`config.mk`:
```
export PLATFORM = sky130hd
export DESIGN_NAME = spi_ram_burst_slave
export DESIGN_NICKNAME = d
export VERILOG_FILES = /design/src/rtl/spi_ram_burst_slave.sv
export SDC_FILE = /design/constraint.sdc
export NUM_CORES = 2
export LEC_CHECK = 0
export ABC_AREA = 1
export CORE_UTILIZATION = 35
export CTS_BUF_LIST = sky130_fd_sc_hd__clkbuf_16
export DETAILED_ROUTE_END_ITERATION = 10
export PLACE_DENSITY = 0.47
export REMOVE_ABC_BUFFERS = 1
export SYNTH_ARGS = -nofsm -noshare
export SYNTH_HDL_FRONTEND = slang
export SYNTH_SLANG_ARGS = --single-unit
export TNS_END_PERCENT = 20
```
`constraint.sdc`:
```
create_clock -name clk -period 8.8 [get_ports clk]
set_clock_uncertainty 0.15 [all_clocks]
set_input_delay 1.76 -clock clk [delete_from_list [all_inputs] [get_ports clk]]
set_output_delay 1.76 -clock clk [all_outputs]
set_load 0.05 [all_outputs]
```
`src/rtl/spi_ram_burst_slave.sv`:
```
// rtl/spi_ram_burst_slave.sv - SPI slave command decoder with burst access to an internal RAM
module spi_ram_burst_slave #(
  parameter int DATA_WIDTH = 8,
  parameter int ADDR_WIDTH = 8,
  parameter int MEM_DEPTH  = 256
) (
  input  logic clk,
  input  logic rst,
  input  logic ss_n,
  input  logic MOSI,
  output logic MISO,
  output logic addr_err
);

  // The input shifter only holds the leading bits; the last bit comes straight from MOSI.
  localparam int SHIFT_W = (ADDR_WIDTH > DATA_WIDTH) ? ADDR_WIDTH : DATA_WIDTH;
  localparam int CNT_W   = $clog2(SHIFT_W) + 1;
  localparam int IDX_W   = (MEM_DEPTH > 1) ? $clog2(MEM_DEPTH) : 1;

  localparam logic [ADDR_WIDTH:0] DEPTH_W   = (ADDR_WIDTH + 1)'(MEM_DEPTH);
  localparam logic [ADDR_WIDTH:0] LAST_W    = (ADDR_WIDTH + 1)'(MEM_DEPTH - 1);
  localparam logic [CNT_W-1:0]    ADDR_LAST = CNT_W'(ADDR_WIDTH - 1);
  localparam logic [CNT_W-1:0]    DATA_LAST = CNT_W'(DATA_WIDTH - 1);

  localparam logic [2:0] S_IDLE    = 3'd0;
  localparam logic [2:0] S_CMD     = 3'd1;
  localparam logic [2:0] S_WR_ADDR = 3'd2;
  localparam logic [2:0] S_WR_DATA = 3'd3;
  localparam logic [2:0] S_RD_ADDR = 3'd4;
  localparam logic [2:0] S_RD_DATA = 3'd5;
  localparam logic [2:0] S_DRAIN   = 3'd6;

  logic [2:0]            state;
  logic [SHIFT_W-2:0]    shift;
  logic [CNT_W-1:0]      cnt;
  logic                  cmd_hi;
  logic [ADDR_WIDTH-1:0] wr_addr;
  logic [ADDR_WIDTH-1:0] rd_addr;
  logic [DATA_WIDTH-1:0] out_shift;
  logic [DATA_WIDTH-1:0] mem [0:MEM_DEPTH-1];

  logic [ADDR_WIDTH-1:0] addr_in;
  logic [DATA_WIDTH-1:0] data_in;
  logic                  addr_in_oor;
  logic                  wr_in_range;
  logic                  rd_in_range;
  logic [DATA_WIDTH-1:0] rd_word;
  logic                  wr_en;

  // Out-of-range addresses (including MEM_DEPTH-1 itself) roll over to 0.
  function automatic logic [ADDR_WIDTH-1:0] next_addr(input logic [ADDR_WIDTH-1:0] a);
    if ({1'b0, a} >= LAST_W) return '0;
    return a + ADDR_WIDTH'(1);
  endfunction

  // Assemble the completed word from the shifter plus the bit being sampled now.
  always_comb begin
    addr_in     = {shift[ADDR_WIDTH-2:0], MOSI};
    data_in     = {shift[DATA_WIDTH-2:0], MOSI};
    addr_in_oor = ({1'b0, addr_in} >= DEPTH_W);
    wr_in_range = ({1'b0, wr_addr} < DEPTH_W);
    rd_in_range = ({1'b0, rd_addr} < DEPTH_W);
    rd_word     = rd_in_range ? mem[rd_addr[IDX_W-1:0]] : '0;
    wr_en       = !ss_n && (state == S_WR_DATA) && (cnt == DATA_LAST) && wr_in_range;
  end

  // RAM write port; contents survive reset.
  always_ff @(posedge clk) begin
    if (wr_en) mem[wr_addr[IDX_W-1:0]] <= data_in;
  end

  // Command decode, address registers, and the gapless read serialiser.
  always_ff @(posedge clk or posedge rst) begin
    if (rst) begin
      state     <= S_IDLE;
      shift     <= '0;
      cnt       <= '0;
      cmd_hi    <= 1'b0;
      wr_addr   <= '0;
      rd_addr   <= '0;
      out_shift <= '0;
      MISO      <= 1'b0;
      addr_err  <= 1'b0;
    end else if (ss_n) begin
      state <= S_IDLE;
      shift <= '0;
      cnt   <= '0;
      MISO  <= 1'b0;
    end else begin
      MISO <= 1'b0;
      case (state)
        S_IDLE: begin
          state <= S_CMD;
          cnt   <= '0;
        end
        S_CMD: begin
          if (cnt == '0) begin
            cmd_hi <= MOSI;
            cnt    <= CNT_W'(1);
          end else begin
            cnt   <= '0;
            shift <= '0;
            case ({cmd_hi, MOSI})
              2'b00:   state <= S_WR_ADDR;
              2'b01:   state <= S_WR_DATA;
              2'b10:   state <= S_RD_ADDR;
              default: state <= S_RD_DATA;
            endcase
          end
        end
        S_WR_ADDR, S_RD_ADDR: begin
          shift <= {shift[SHIFT_W-3:0], MOSI};
          if (cnt == ADDR_LAST) begin
            if (state == S_WR_ADDR) wr_addr <= addr_in;
            else                    rd_addr <= addr_in;
            if (addr_in_oor) addr_err <= 1'b1;
            cnt   <= '0;
            state <= S_DRAIN;
          end else begin
            cnt <= cnt + CNT_W'(1);
          end
        end
        S_WR_DATA: begin
          shift <= {shift[SHIFT_W-3:0], MOSI};
          if (cnt == DATA_LAST) begin
            wr_addr <= next_addr(wr_addr);
            cnt     <= '0;
          end else begin
            cnt <= cnt + CNT_W'(1);
          end
        end
        S_RD_DATA: begin
          if (cnt == '0) begin
            MISO      <= rd_word[DATA_WIDTH-1];
            out_shift <= rd_word << 1;
            rd_addr   <= next_addr(rd_addr);
            cnt       <= CNT_W'(1);
          end else begin
            MISO      <= out_shift[DATA_WIDTH-1];
            out_shift <= out_shift << 1;
            cnt       <= (cnt == DATA_LAST) ? '0 : cnt + CNT_W'(1);
          end
        end
        S_DRAIN: begin
          state <= S_DRAIN;
        end
        default: state <= S_IDLE;
      endcase
    end
  end

endmodule

```
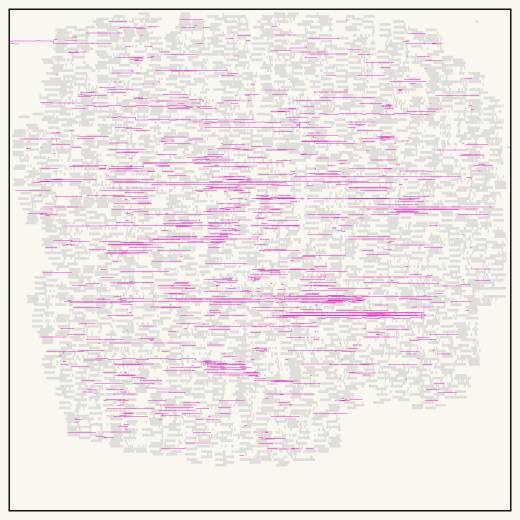
(met3 routing)
Scale: 1 px per um.
longest straight run: 210 um
share of all routed wire: 6.1%

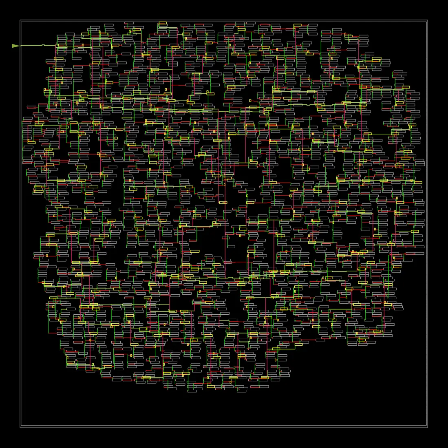
(clock nets)
clk latency late pin: 0.85 ns
clk sinks: 2087

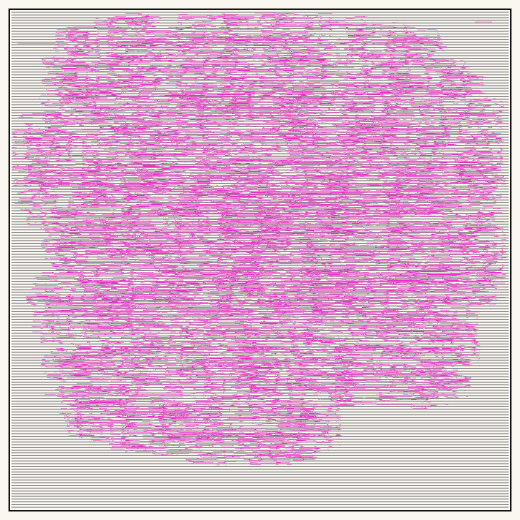
(M1 wires)
Scale: 1 px per um. Supply wires on this layer in gray.
share of all routed wire: 45%
nets with wire on the layer: 7201
total number of vias: 57000
WL final: 270000 um
M1 GR Usage: 29.9%

==> flow_summary_export.csv <==
group,metric,value,unit
power,p_int,17.8,mW
floorplanning,fp.dieW,500,um
route,wl_per_cell,24.4,um
route,route.antenna.remaining_nets,0,
power,maxPowerGroup,"registers",
route,wl_met3,16500,um
route,routed.top_layer,"met4",
setup_path,cp_num_cells,7,
cells_and_area,post-route-util,39.3,%
global_route,grt_first_pass_wirelength,392000,um
clock_tree,htree_levels,4,
clock_tree,clk_path_buf_depth,3,
power,ir_drop,0.262,mV
global_route,grt_pass1_vias,57000,
setup_path,crit_required,9.13,ns
synth,synth.avg_cell_area,11.2,um^2
route,via_per_inst,5.14,
min_path,hold_class,"flip-flop to flip-flop",
final_timing,hold_viol,0,
cells_and_area,drive_gt1_share,5.75,%
synth,aoi_share,6.58,%
place,place_inst,10700,
setup_path,crit_arrival,5.34,ns
power,seq_power_share,41.4,%
synth,synth_warnings,0,
setup_path,cp_cell_sequence,"clkdlybuf4s50_1 -> nor4_4 -> inv_2 -> nor2_4 -> buf_4 -> nand3_1 -> nor2_1",
final_timing,tns,0,ns
cells_and_area,largest_reg_flops,2048,
final_timing,worst_pin_slew,1.25,ns
clock_tree,tritoncts,"built",
cells_and_area,layout_top_cells,"edfxtp_1, nand2_1, nor2_1",
synth,top_cells_by_count,"edfxtp_1, nand2_1, nor2_1",
global_route,grt_antenna_before_repair,13,
floorplanning,chipHeight,500,um
final_timing,finalCritPeriodShare,57.0,%
synth,largest_area_cell,"edfxtp_1",
clock_tree,cts_resized,0,
setup_path,path_buffers,3,
setup_path,start_kind,"input port",
global_route,grt_max_degree,254,
synth,synthCells,7754,
min_path,min-delay-start,"out_shift[7]$_DFFE_PP0P_",
final_timing,fin_hold_ws,0.336,ns
cells_and_area,fin_nets,7606,
floorplanning,fp_util,35.3,%
cells_and_area,dominant_cells,"registers",
clock_tree,cts-root-buf,"clkbuf_16",
synth,netlist_area,0.0868,mm^2
final_timing,slew_headroom,16.1,%
synth,async_flop_share,1.87,%
cells_and_area,buffer_area_share,0.902,%
setup_path,crit_family,"simple AND/OR/NAND/NOR gates",
outcome,status,"complete, no violations",
setup_path,rr_worst_depth,16,
floorplanning,rows,182,
synth,synthTopCellsByArea,"edfxtp_1, nand2_1, nor2_1",
setup_path,r2r_end,"out_shift[4]$_DFFE_PP0P_",
synth,synth_top_cell_by_count,"edfxtp_1",
global_route,grt-ovfl-total,0,
power,power.share.combinational,25.4,%
floorplanning,chip_area,0.250,mm^2
final_timing,setup-violations-final,0,
cells_and_area,comb_cells,4756,
setup_path,crit_type,"input port to flip-flop",
power,comb_power,6.86,mW
clock_tree,cts_inserted_buffers,220,
global_route,grt_use_met3,3.51,%
synth,yosysChipArea,0.0868,mm^2
setup_path,reg2reg_from,"rd_addr[1]$_DFFE_PP0P_",
cells_and_area,design_area,0.0968,mm^2
cells_and_area,antennaDiodeCount,4,
route,drt_iter0_drc,5570,
power,switching_share,34.1,%
setup_path,cp_max_fo,16,
cells_and_area,clk_share,7.14,%
floorplanning,pin_count,6,
final_timing,max_freq,199,MHz
setup_path,worstSetupStartpoint,"ss_n",
floorplanning,nWellTaps,3312,
power,power.switching,9.19,mW
final_timing,grt_setup_unrepaired,"false",
clock_tree,post-cts-setup-buffer-count,0,
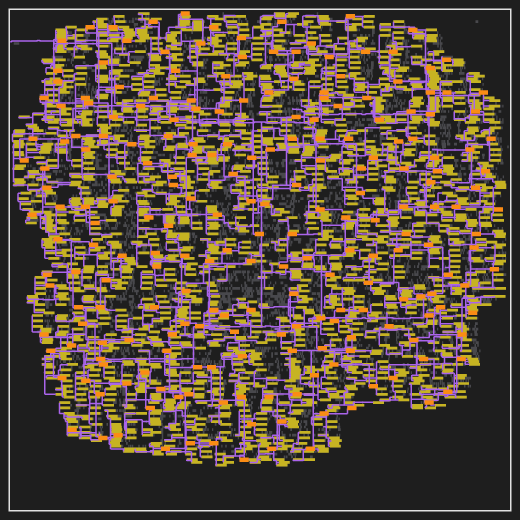
(clock distribution)
Scale: 1 px per um.
[clock drivers] orange | count: 220
[flip-flops] yellow | count: 2087
[clock wires] purple | length: 25.8 mm
flops lie: spread over the die
clock share of power: 33.2%
power in the clock group: 8.95 mW

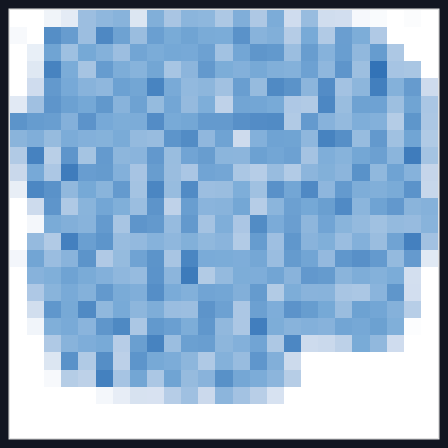
(cell density map)
The die is cut into 25 by 25 equal tiles; white is low, dark blue is high, 0 to 100% covered.
mean over tiles: 37%
emptiest ninth of the die: lower right
nearly empty tiles: 18%
fullest tile: 73%

Power is estimated from default activity; no workload was simulated.
